<file path="src/rtl/alu_seq_pkg.sv">
// Shared definitions for the ALU operation sequencer: state encoding,
// ALU control codes and the set of control codes the ALU does not define.
package alu_seq_pkg;

    typedef enum logic [1:0] {
        IDLE = 2'd0,
        EXEC = 2'd1,
        DONE = 2'd2
    } state_t;

    localparam logic [2:0] OP_AND = 3'd0;
    localparam logic [2:0] OP_OR  = 3'd1;
    localparam logic [2:0] OP_ADD = 3'd2;
    localparam logic [2:0] OP_SUB = 3'd6;
    localparam logic [2:0] OP_SLT = 3'd7;

    // bit n set => control code n is illegal (codes 3, 4, 5)
    localparam logic [7:0] ILLEGAL_OP_MASK = 8'b0011_1000;

    function automatic logic is_illegal_op(input logic [2:0] op);
        return ILLEGAL_OP_MASK[op];
    endfunction

endpackage

</file>
<file path="src/rtl/alu_op_sequencer.sv">
// Issues one command at a time to an external ALU, waits SETTLE_CYCLES edges,
// captures the result with locally derived flags and holds it until consumed.
//
// state | meaning
// IDLE  | ready for a command; cmd_ready=1
// EXEC  | operands driven to the ALU, settle counter running down
// DONE  | result captured; rsp_valid=1 until rsp_ready
module alu_op_sequencer
    import alu_seq_pkg::*;
#(
    parameter int unsigned SETTLE_CYCLES = 1
) (
    input  logic        clk,
    input  logic        rst,
    input  logic        cmd_valid,
    output logic        cmd_ready,
    input  logic [31:0] cmd_a,
    input  logic [31:0] cmd_b,
    input  logic [2:0]  cmd_op,
    output logic [31:0] alu_a,
    output logic [31:0] alu_b,
    output logic [2:0]  alu_ctr,
    input  logic [31:0] alu_res,
    input  logic        alu_co,
    input  logic        alu_overflow,
    output logic        rsp_valid,
    input  logic        rsp_ready,
    output logic [31:0] rsp_res,
    output logic        rsp_co,
    output logic        rsp_ovf,
    output logic        rsp_zero,
    output logic        rsp_illegal,
    output logic [15:0] op_count
);

    localparam logic [3:0] SETTLE_LOAD = 4'(SETTLE_CYCLES - 1);

    state_t     state;
    state_t     state_nxt;
    logic [3:0] settle_cnt;
    logic       load;
    logic       capture;
    logic       retire;

    always_ff @(posedge clk) begin
        if (rst) begin
            state <= IDLE;
        end else begin
            state <= state_nxt;
        end
    end

    always_comb begin
        state_nxt = state;
        load      = 1'b0;
        capture   = 1'b0;
        retire    = 1'b0;
        cmd_ready = 1'b0;
        rsp_valid = 1'b0;
        case (state)
            IDLE: begin
                cmd_ready = 1'b1;
                if (cmd_valid) begin
                    load      = 1'b1;
                    state_nxt = EXEC;
                end
            end
            EXEC: begin
                if (settle_cnt == 4'd0) begin
                    capture   = 1'b1;
                    state_nxt = DONE;
                end
            end
            DONE: begin
                rsp_valid = 1'b1;
                if (rsp_ready) begin
                    retire    = 1'b1;
                    state_nxt = IDLE;
                end
            end
            default: state_nxt = IDLE;
        endcase
    end

    always_ff @(posedge clk) begin
        if (rst) begin
            alu_a       <= '0;
            alu_b       <= '0;
            alu_ctr     <= '0;
            settle_cnt  <= '0;
            rsp_res     <= '0;
            rsp_co      <= 1'b0;
            rsp_ovf     <= 1'b0;
            rsp_zero    <= 1'b0;
            rsp_illegal <= 1'b0;
            op_count    <= '0;
        end else begin
            if (load) begin
                alu_a      <= cmd_a;
                alu_b      <= cmd_b;
                alu_ctr    <= cmd_op;
                settle_cnt <= SETTLE_LOAD;
            end else if (state == EXEC && settle_cnt != 4'd0) begin
                settle_cnt <= settle_cnt - 4'd1;
            end
            // zero flag is registered so it reads 0 out of reset like the other flags
            if (capture) begin
                rsp_res     <= alu_res;
                rsp_co      <= alu_co;
                rsp_ovf     <= alu_overflow;
                rsp_zero    <= (alu_res == 32'd0);
                rsp_illegal <= is_illegal_op(alu_ctr);
            end
            if (retire) begin
                op_count <= op_count + 16'd1;
            end
        end
    end

endmodule

</file>
<file path="config.mk">
export PLATFORM = sky130hd
export DESIGN_NAME = alu_op_sequencer
export DESIGN_NICKNAME = d
export VERILOG_FILES = /design/src/rtl/alu_seq_pkg.sv /design/src/rtl/alu_op_sequencer.sv
export SDC_FILE = /design/constraint.sdc
export NUM_CORES = 1
export LEC_CHECK = 0
export CAP_MARGIN = 20
export CORE_MARGIN = 2
export CORE_UTILIZATION = 45
export CTS_CLUSTER_SIZE = 12
export DETAILED_ROUTE_END_ITERATION = 12
export DONT_BUFFER_PORTS = 1
export GPL_TIMING_DRIVEN = 0
export PLACE_DENSITY_LB_ADDON = 0.05
export SLEW_MARGIN = 20
export SYNTH_ARGS = -nofsm -noshare
export SYNTH_HDL_FRONTEND = slang
export SYNTH_SLANG_ARGS = --single-unit
export TNS_END_PERCENT = 20
</file>
<file path="constraint.sdc">
create_clock -name clk -period 4.9 [get_ports clk]
set_input_delay 1.47 -clock clk [delete_from_list [all_inputs] [get_ports clk]]
set_output_delay 1.47 -clock clk [all_outputs]
set_load 0.02 [all_outputs]
</file>
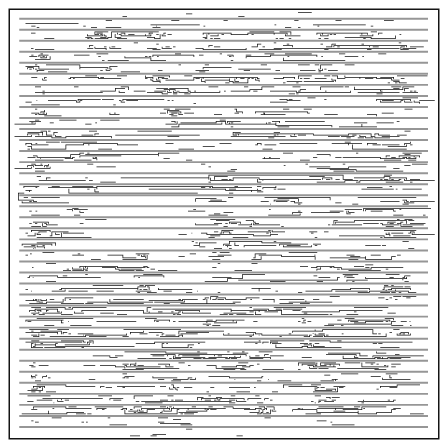
Figure 1: the metal 1 layer.
Supply wires on this layer in gray.
- share of all routed wire: 40%
- nets with wire on the layer: 653
- main direction: horizontal
final routed wirelength across all metal layers: 11,710 um
via count: 3,856
global routing met1 resource utilization: 0.2277

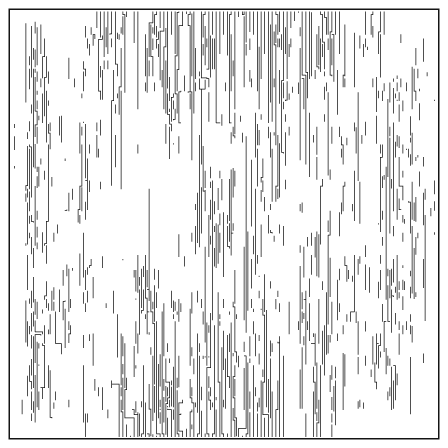
Figure 2: met2 routing.
- wire length on this layer: 5,490 um
- longest straight run: 48.3 um
met2 track demand over resource in global routing: 0.3433

==> results_tabular.tex <==
% Generated from flow reports
\begin{tabular}{lr}
\hline
Metric & Value \\
\hline
\multicolumn{2}{l}{\textbf{Status}} \\
Outcome & finished, final reports clean \\
\multicolumn{2}{l}{\textbf{Worst setup path}} \\
Crit path buf inv count & 0 \\
Capturing element type of the critical path & output port \\
Critical setup path kind & flop to output port \\
Slowest cell delay on critical path & 0.49 ns \\
Worst flop-to-flop path startpoint & state[1] \\
Worst setup path startpoint & state[1] \\
Signal arrival time at the worst endpoint & 1.42 ns \\
Reg-to-reg slack, setup & 3.09 ns \\
Worst-path cell chain & nor2b\_1 \\
\multicolumn{2}{l}{\textbf{Clock network}} \\
Number of sinks driven by the clock tree & 125 \\
Clk pin slew, worst setup/hold paths & 0.06 ns \\
Level count of the clock H-tree & 4 \\
\multicolumn{2}{l}{\textbf{Die}} \\
Core utilization before placement & 0.4572 \\
Die Span Y & 105.5 um \\
Count of standard-cell rows & 37 \\
Core footprint & 10,140 sq um \\
Chip area & 11,130 sq um \\
\multicolumn{2}{l}{\textbf{Route}} \\
Detailed-route wire length on metal 1 & 4691 um \\
Number of vias per cell after detailed routing & 5.183 \\
Drc violations & 0 \\
First-pass iteration count of the detailed router & 5 \\
Avg WL per Cell & 15.74 um \\
Met2 wire len & 5491 um \\
\multicolumn{2}{l}{\textbf{Timing}} \\
Fin. max-slew vios & 0 \\
Transition time at the pin with the least slew margin & 0.5690 ns \\
Number of failing hold endpoints at the final stage & 0 \\
Worst Setup Slack, final & 2.013 ns \\
Largest clock skew in the final design & 0.007193 ns \\
\multicolumn{2}{l}{\textbf{Cells and area}} \\
Antenna fix cells & 0 \\
Final Instance Area & 5378 sq um \\
Area added between synthesis and finish & 16.01\% \\
Share of cells above drive strength 1 & 0.08882 \\
\multicolumn{2}{l}{\textbf{Placed design}} \\
Count of buffers from port buffering & 0 \\
\multicolumn{2}{l}{\textbf{Logic synthesis}} \\
Ys Warns & 0 \\
Post-synthesis sequential area ratio & 0.5398 \\
\multicolumn{2}{l}{\textbf{GRT}} \\
Number of global-route vias before repair & 3,708 \\
Pin count of the biggest net entering global routing & 17 \\
Global-route congestion overflow total & 0 \\
\multicolumn{2}{l}{\textbf{Flow run}} \\
Number of warnings in the stage logs & 26 \\
\multicolumn{2}{l}{\textbf{Worst hold path}} \\
Kind of path behind the tightest hold check & flop to flop \\
Cell count of the worst hold path & 2 \\
\multicolumn{2}{l}{\textbf{Power}} \\
Leak & 0.001977 uW \\
Power per cell area & 465.9 nW/um\^{}2 \\
\hline
\end{tabular}
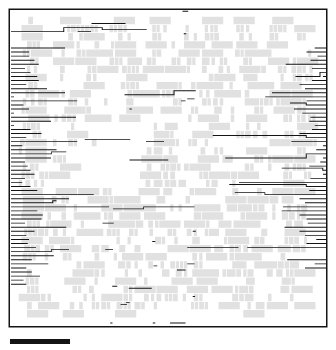
Figure 3: met3 routing.
Scale bar: 20 um. Cells faint in the background.
- nets with wire on the layer: 126
- main direction: horizontal
- longest straight run: 32.4 um
- wire length on this layer: 1,310 um

[how the worst max path moves through the flow]
| stage | slack (ns) | to | cells after the start |
|---|---|---|---|
| after floorplan | 2.41 | op_count[0] | 4 |
| after global placement | 1.79 | op_count[12] | 4 |
| after detailed placement | 1.76 | rsp_res[1] | 4 |
| after CTS | 1.99 | rsp_valid | 1 |
| after global routing | 1.91 | rsp_valid | 1 |
| final | 2.01 | rsp_valid | 1 |
[cell type report]
class | count | area [sq um]
clock buffer | 23 | 486.7
inverter | 4 | 15.01
tap | 136 | 170.2
buffer | 37 | 167.7
sequential | 125 | 2502
multi-input combinational | 410 | 1951
fill | 999 | 4761
clock inverter | 9 | 85.08
[cell usage after synthesis (2+ instances only)]
master	n	area, sq um
sky130_fd_sc_hd__nand2_1	208	780.8
sky130_fd_sc_hd__dfxtp_1	125	2502
sky130_fd_sc_hd__a21oi_1	108	540.5
sky130_fd_sc_hd__nor2_1	18	67.56
sky130_fd_sc_hd__clkbuf_1	17	63.81
sky130_fd_sc_hd__buf_2	14	70.07
sky130_fd_sc_hd__nand3_1	10	50.05
sky130_fd_sc_hd__nor3_1	9	45.04
sky130_fd_sc_hd__nor4_1	8	50.05
sky130_fd_sc_hd__xor2_1	7	61.31
sky130_fd_sc_hd__nand4_1	5	31.28
sky130_fd_sc_hd__xnor2_1	5	43.79
sky130_fd_sc_hd__inv_1	4	15.01
sky130_fd_sc_hd__and3_1	3	18.77
sky130_fd_sc_hd__buf_1	3	11.26
sky130_fd_sc_hd__buf_4	3	22.52
sky130_fd_sc_hd__nor2b_1	3	18.77
sky130_fd_sc_hd__o21ai_0	3	15.01
sky130_fd_sc_hd__or3_1	3	18.77
sky130_fd_sc_hd__and2_1	2	12.51
sky130_fd_sc_hd__ha_1	2	25.02
sky130_fd_sc_hd__mux2i_1	2	20.02
sky130_fd_sc_hd__nand2b_1	2	12.51
[state kept, by name, summed over array words and instances (netlist names), 2 cells and up]
register    flops
alu_a          32
alu_b          32
rsp_res        32
op_count       16
settle_cnt      4
alu_ctr         3
state           2
[metrics by stage]
stage	util	std cells
2_1_floorplan	-	576
3_3_place_gp	0.4740	712
3_5_place_dp	0.4740	712
4_1_cts	0.5304	744
5_1_grt	0.5304	744
6_report	0.5304	744
[kinds of logic (layout without fill, tap and decap cells)]
family / after synthesis / count (layout) / share of synthesized area
buffers and inverters: 41 / 73 / 0.03941
flip-flops: 125 / 125 / 0.5398
multiplexers: 3 / 3 / 0.006748
AND-OR/OR-AND: 115 / 115 / 0.1282
adder cells (fa/ha/maj): 2 / 2 / 0.005397
AND/OR/NAND/NOR: 278 / 278 / 0.2578
XOR/XNOR: 12 / 12 / 0.02267
[per-layer routing]
metal  global-route usage  vias to the layer above
met4              0.07801                        0
met5                    0                        -
met2               0.3433                      156
met1               0.2277                     1739
li1                     -                     1939
met3               0.1045                       22
[power by group]
group          internal (uW)  switching [uW]  leakage [uW]  total (uW)
clock                    737             436      0.000264        1170
sequential              1070             107       0.00102        1180
combinational           51.3             102      0.000692         153
total                   1860             644       0.00198        2510
Power is estimated from default activity; no workload was simulated.
